==> config.mk <==
export PLATFORM = sky130hd
export DESIGN_NAME = reg_file_sb_flat
export DESIGN_NICKNAME = d
export VERILOG_FILES = /design/src/rtl/reg_file_sb_if.sv /design/src/rtl/reg_file_sb.sv /design/src/flat_wrapper.sv
export SDC_FILE = /design/constraint.sdc
export NUM_CORES = 2
export LEC_CHECK = 0
export ABC_AREA = 1
export CORE_ASPECT_RATIO = 0.8
export CORE_MARGIN = 8
export CORE_UTILIZATION = 40
export DETAILED_ROUTE_END_ITERATION = 6
export PLACE_DENSITY = 0.55
export SYNTH_ARGS = -nofsm -noshare
export SYNTH_HDL_FRONTEND = slang
export SYNTH_SLANG_ARGS = --single-unit
==> constraint.sdc <==
create_clock -name clk -period 86.6 [get_ports clk]
set_input_delay 17.32 -clock clk [delete_from_list [all_inputs] [get_ports clk]]
set_output_delay 17.32 -clock clk [all_outputs]
set_load 0.02 [all_outputs]
==> images/met1.png <==
Drawn at 1 px/µm. Supply wires on this layer in grey.
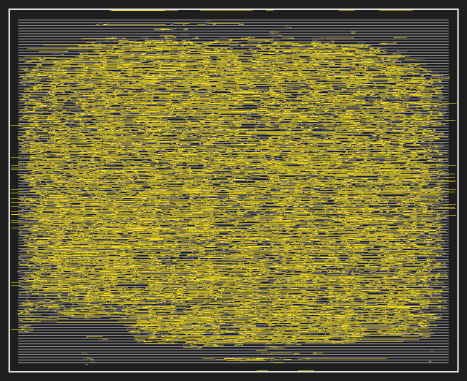
main direction: horizontal
nets with wire on the layer: 7432
grt met1 use: 44.6%
detailed-route wire length: 259000 µm
Via Count: 58600

==> images/port_nets.png <==
Drawn at 1 px/µm.
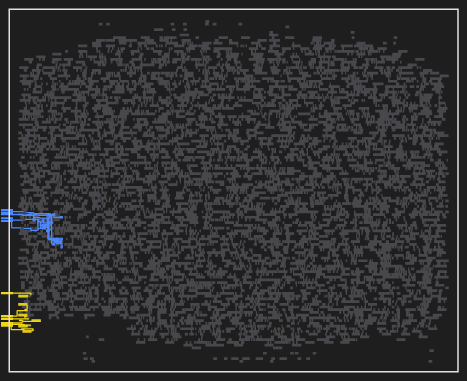
[`rf_pend_cnt`] yellow | bits: 6 | direction: output | edge: left | end cells: 6 | buffers: 6 | wire: 167 µm
[`rf_waddr`] blue | bits: 5 | direction: input | edge: left | end cells: 26 | buffers: 5 | wire: 425 µm
I/O pin cnt: 128
port buffer count: 127

==> images/density.png <==
The die is cut into 22 by 18 equal tiles; dark blue is low, red is high, 0 to 100% covered.
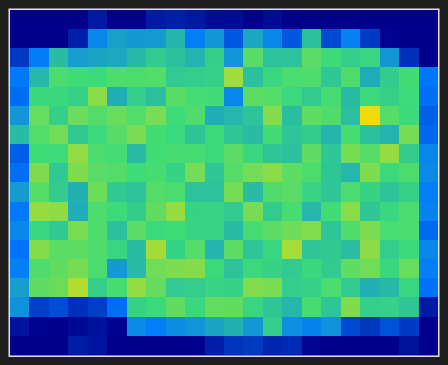
mean over tiles: 39%
fullest tile: 73%
nearly empty tiles: 10%
utilization after layout: 43.9%
core region area: 148000 µm²

==> run notes <==
Figures from the implementation reports.

- Post-CTS repair changed the size of 0 cells.
- The highest fanout seen on the critical path reads between 100 and 150.
- The checks that failed: DRC.
- The area overhead of the layout relative to synthesis reads 9.02%.
- The max-capacitance violation count reads 0.
- Per the OpenROAD floorplan log, the height of the die is around 360 µm.
- The run finished, with violations left.
- The number of warning messages in the yosys log is 0.
- In this run the mean area of a mapped cell was 7.21 µm².
- The critical path is of the primary input to output port type.
- The clock network power share reads 31.5%.
- Note that the worst hold path type here is flop to flop.
- The number of non-clock buffers in the layout reads 253.
- The worst path in the final design needs a cycle of a little under 40 ns, including I/O delays and setup.
- The detailed-route DRC error count reads 2.
- Total global-route track usage over all layers is just over 30%.
- The cell depth of the worst min-delay path is 0.
- The critical path's slowest stage uses the library cell sky130_fd_sc_hd__buf_4.
- The area of the mapped netlist is between 50000 and 60000 µm².
- The site row count reads approximately 130.
- The floorplan-stage core utilization reads between 40% and 50%.
- The top cell type by total area after synthesis reads sky130_fd_sc_hd__dfrtp_1.
- The number of hold buffers added after CTS reads 0.
- The tally of nets with antenna violations remaining after routing is 0.
- Hold-check failures listed in the final report amount to 0.
- The wire length of the first global-routing pass is roughly 380000 µm.
- The count of multi-input combinational gates reads about 6000.
## power by group through the flow
stage,Sequential [mW],Clock [mW],Combinational (mW)
floorplan,0.655,0,0.330
global placement,0.664,0,0.438
detailed placement,0.666,0,0.450
CTS,0.658,0.518,0.453
global route,0.672,0.537,0.518
finish,0.661,0.510,0.451
## cell families after synthesis
group                      Yosys count
and+or+nand+nor                   3525
AOI/OAI and AO/OA                 2382
buffers and inverters             1238
DFF                               1062
adders and majority gates           32
xor gates and xnor gates             9
## per-layer routing
layer,global-route usage [%],vias to the layer above,part of all wire (%)
li1,-,26400,-
met1,44.6,28200,43
met2,45.6,3381,42
met3,6.96,541,11
met4,11.2,2,4.0
met5,0,-,0.0039
## critical path, delay by kind of cell
family | cells | cell delay, ns
buf+inv | 5 | 3.51
simple gates | 6 | 0.84
compound gates | 2 | 0.24
Power figures rest on the tool's default switching activity, not on a simulated workload.
